File: config.mk
export PLATFORM = sky130hd
export DESIGN_NAME = buffer_swap_ctrl
export DESIGN_NICKNAME = d
export VERILOG_FILES = /design/src/rtl/buffer_swap_ctrl.sv
export SDC_FILE = /design/constraint.sdc
export NUM_CORES = 1
export LEC_CHECK = 0
export CORE_UTILIZATION = 45
export CTS_BUF_LIST = sky130_fd_sc_hd__clkbuf_16
export DETAILED_ROUTE_END_ITERATION = 12
export PLACE_DENSITY_LB_ADDON = 0.08
export SLEW_MARGIN = 15
export SYNTH_ARGS = -nofsm -noshare
export SYNTH_HDL_FRONTEND = slang
export SYNTH_SLANG_ARGS = --single-unit
export TNS_END_PERCENT = 30
File: constraint.sdc
create_clock -name clk -period 2.8 [get_ports clk]
set_clock_uncertainty 0.2 [all_clocks]
set_input_delay 0.56 -clock clk [delete_from_list [all_inputs] [get_ports clk]]
set_output_delay 0.56 -clock clk [all_outputs]
set_load 0.01 [all_outputs]
File: src/rtl/buffer_swap_ctrl.sv
// Back-to-front frame buffer copy sequencer for the double-buffered VGA path.
// Arms on the processor's frame-complete flag, copies on the VGA frame edge, then handshakes.
module buffer_swap_ctrl #(
  parameter  int NUMBER_COLORS = 9,
  parameter  int WIDTH         = 320,
  parameter  int HEIGHT        = 240,
  parameter  int AW            = $clog2(WIDTH*HEIGHT),
  localparam int CW            = $clog2(NUMBER_COLORS) + 1
) (
  input  logic          clk,
  input  logic          resetn,
  input  logic          enable,
  input  logic          trigger,
  input  logic          done,
  input  logic          cpu_we,
  input  logic [AW-1:0] cpu_waddr,
  input  logic [CW-1:0] cpu_din,
  output logic          cpu_busy,
  output logic          swap,
  output logic          bb_we,
  output logic [AW-1:0] bb_waddr,
  output logic [CW-1:0] bb_din,
  output logic [AW-1:0] bb_raddr,
  input  logic [CW-1:0] bb_dout,
  output logic          fb_we,
  output logic [AW-1:0] fb_waddr,
  output logic [CW-1:0] fb_din,
  output logic          select,
  output logic [7:0]    swap_count
);

  localparam logic [AW-1:0] LAST_PIX = AW'(WIDTH*HEIGHT - 1);

  typedef enum logic [2:0] {
    S_IDLE,
    S_ARMED,
    S_COPY,
    S_FLUSH,
    S_HANDSHAKE
  } state_t;

  state_t          state_q;
  logic            trig_q;
  logic [AW-1:0]   cnt_q;
  logic            fb_we_q;
  logic [AW-1:0]   fb_waddr_q;
  logic [7:0]      swap_count_q;
  logic            frame_edge;
  logic            busy;

  assign frame_edge = trig_q & ~trigger;

  always_ff @(posedge clk or negedge resetn) begin
    if (!resetn) begin
      state_q      <= S_IDLE;
      trig_q       <= 1'b0;
      cnt_q        <= '0;
      fb_we_q      <= 1'b0;
      fb_waddr_q   <= '0;
      swap_count_q <= '0;
    end else begin
      trig_q  <= trigger;
      fb_we_q <= 1'b0;
      case (state_q)
        S_IDLE: begin
          if (done) state_q <= S_ARMED;
        end
        S_ARMED: begin
          if (!done) begin
            state_q <= S_IDLE;
          end else if (frame_edge && enable) begin
            state_q <= S_COPY;
            cnt_q   <= '0;
          end
        end
        S_COPY: begin
          // Read issued now; its data arrives next cycle alongside the delayed write.
          fb_we_q    <= 1'b1;
          fb_waddr_q <= cnt_q;
          if (cnt_q == LAST_PIX) begin
            state_q <= S_FLUSH;
            cnt_q   <= '0;
          end else begin
            cnt_q <= cnt_q + 1'b1;
          end
        end
        S_FLUSH: begin
          state_q <= S_HANDSHAKE;
        end
        S_HANDSHAKE: begin
          if (!done) begin
            state_q      <= S_IDLE;
            swap_count_q <= swap_count_q + 8'd1;
          end
        end
        default: state_q <= S_IDLE;
      endcase
    end
  end

  // The copy owns the back-buffer port; processor writes are dropped, not queued.
  assign busy       = (state_q == S_COPY) || (state_q == S_FLUSH);
  assign cpu_busy   = busy;
  assign select     = busy;
  assign bb_we      = cpu_we & ~busy;
  assign bb_waddr   = cpu_waddr;
  assign bb_din     = cpu_din;
  assign bb_raddr   = cnt_q;
  assign fb_we      = fb_we_q;
  assign fb_waddr   = fb_waddr_q;
  assign fb_din     = fb_we_q ? bb_dout : '0;
  assign swap       = (state_q == S_HANDSHAKE);
  assign swap_count = swap_count_q;

endmodule

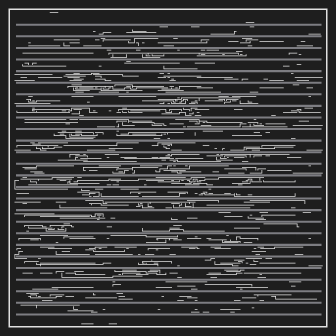
met1.png
Supply wires on this layer in gray.
share of all routed wire = 48%
main direction = horizontal
nets with wire on the layer = 261
longest straight run = 30.4 um

==> impl_metrics.json <==
{
  "fp_nets": 285,
  "edf_count": 0,
  "yosys_area_um2": 2340,
  "h-tree-depth": 2,
  "fillers": 444,
  "crit_type": "in -> out",
  "drc_errors": 0,
  "top_logic_kind": "simple AND/OR/NAND/NOR gates",
  "utilization": 0.611,
  "p_sw_frac": 0.334,
  "yosys.area_share.aoi": 0.0859,
  "pwr-share-comb": 0.357,
  "max_freq_mhz": 412,
  "warning_count": 26,
  "area_delta_synth_final_pct": 27.1,
  "synth_flops": 47,
  "via_count": 1850,
  "synthCells": 250,
  "post-route-min-period_ns": 2.43,
  "wirelength_um": 4840,
  "setup.worst_path.end": "fb_din[3]",
  "post_cts_buffers": 0,
  "num_antenna_cells": 0,
  "intPower_mw": 1.78,
  "antenna_left": 0,
  "fa_ha_area_frac": 0.0107,
  "power_frac_clock": 0.201,
  "die-height_um": 74.2,
  "antenna_found_initial": 0,
  "worstPathMaxFanout": 1,
  "globalRoute.totalOverflow": 0,
  "r2r-start": "bb_raddr[0]$_DFFE_PN0P_",
  "clk_pin_slew_worst_paths_ns": 0.06,
  "grt_pass1_wl_um": 7880,
  "fp.coreArea_um2": 4880,
  "postSynthSeqShare": 0.502,
  "die-area_um2": 5500,
  "netlist_area_um2": 2340,
  "pin_count": 107,
  "layout.nets": 325,
  "drtPass1Iterations": 4,
  "cts_hold_buf": 0,
  "viasPerCell": 5.20,
  "synthArstFlopShare": 1.00,
  "clock_path_buffers": 2,
  "dieWidth_um": 74.2,
  "worstHoldPathType": "in -> async",
  "fin_setup_tns_ns": 0,
  "worstReg2RegEnd": "state_q[0]$_DFFE_PN0P_",
  "syn_avg_cell_area_um2": 9.38,
  "num_rows": 25,
  "numPortBuffers": 62,
  "first_iter_violations": 97,
  "drive_above_1_share": 0.0657,
  "cp-start-kind": "input port",
  "ff2ff_setup_slack_ns": 0.79,
  "ys_sh_xor": 0.0261,
  "grt_max_degree": 48,
  "status": "finished, final reports clean",
  "ir_drop_mv": 0.460,
  "pre_cts_slack_ns": 0.368
}
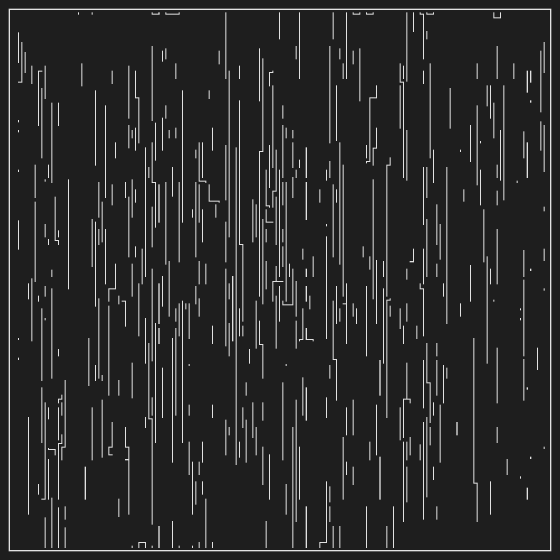
met2.png
longest straight run = 43.5 um
nets with wire on the layer = 272
share of all routed wire = 44%

==> cell type report <==
cell class | instances | area (um2) | area share
sequential | 47 | 1180 | 0.395
multi-input combinational | 169 | 937 | 0.314
inverter | 3 | 11.3 | 0.00378
clock inverter | 1 | 3.75 | 0.00126
clock buffer | 5 | 125 | 0.0420
tap | 67 | 83.8 | 0.0281
timing repair buffer | 64 | 643 | 0.216
==> per-layer routing <==
metal | routed length (um) | global-route usage | part of all wire
met1 | 2340 | 0.248 | 0.48
met2 | 2150 | 0.304 | 0.44
met3 | 288 | 0.0447 | 0.060
met4 | 59 | 0.0662 | 0.012
met5 | 0 | 0 | 0
==> power groups by stage <==
stage | logic (mW) | registers (mW) | clock network [mW]
floorplan | 0.338 | 1.25 | 0
global placement | 0.945 | 1.19 | 0
detailed placement | 0.965 | 1.19 | 0
CTS | 0.968 | 1.19 | 0.551
global route | 1.05 | 1.23 | 0.573
finish | 0.955 | 1.18 | 0.537
==> synth_stat cells (all sizes together) (2+ instances only) <==
cell type / count
dfrtp: 47
nand3: 19
a21oi: 3
ha: 2
o311ai: 6
and3: 5
o21ai: 13
nand2b: 2
or3: 3
nand2: 72
xnor2: 5
nand4: 7
nor2: 7
xor2: 2
buf: 31
and4: 3
inv: 3
and2: 7
==> cell families (layout without fill, tap and decap cells) <==
family | Yosys count | in the layout
AND-OR/OR-AND | 28 | 28
multiplexers | 1 | 1
buffers and inverters | 34 | 73
XOR/XNOR | 7 | 7
flip-flops | 47 | 47
AND/OR/NAND/NOR | 131 | 131
adder cells (fa/ha/maj) | 2 | 2
==> registers in the layout, indices dropped and copies added (netlist names) <==
signal	flops
bb_raddr	17
fb_waddr	17
swap_count	8
state_q	3
fb_we	1
trig_q	1
==> worst max-delay path, stage by stage <==
cell and delay (ns):
clkdlybuf4s50_1 0.46, and2_1 0.12, clkdlybuf4s50_1 0.53
==> through the flow <==
| stage | power, mW | cell area, um2 | hold WS [ns] |
|---|---|---|---|
| 2_1_floorplan | 1.59 | 2340 | 0.0644 |
| 3_3_place_gp | 2.14 | 2850 | 0.260 |
| 3_5_place_dp | 2.16 | 2850 | 0.263 |
| 4_1_cts | 2.71 | 2980 | 0.0724 |
| 5_1_grt | 2.85 | 2980 | 0.0944 |
| 6_report | 2.68 | 2980 | 0.0588 |
==> cells in the final DEF (no fill, tap or decap), drive strengths merged <==
master | synthesis | final
nand2 | 72 | 72
clkdlybuf4s50 | 0 | 61
dfrtp | 47 | 47
nand3 | 19 | 19
o21ai | 13 | 13
and2 | 7 | 7
nand4 | 7 | 7
nor2 | 7 | 7
o311ai | 6 | 6
xnor2 | 5 | 5
clkbuf | 0 | 5
and3 | 5 | 5
inv | 3 | 4
and4 | 3 | 3
or3 | 3 | 3
a21oi | 3 | 3
buf | 31 | 3
nand2b | 2 | 2
xor2 | 2 | 2
ha | 2 | 2
nor3b | 1 | 1
and4bb | 1 | 1
a31oi | 1 | 1
nor4 | 1 | 1
or2 | 1 | 1
o31ai | 1 | 1
a211oi | 1 | 1
a22o | 1 | 1
nor4bb | 1 | 1
a21o | 1 | 1
and2b | 1 | 1
o41ai | 1 | 1
mux2 | 1 | 1
No activity file was given, so power comes from the tool's default toggle rates.
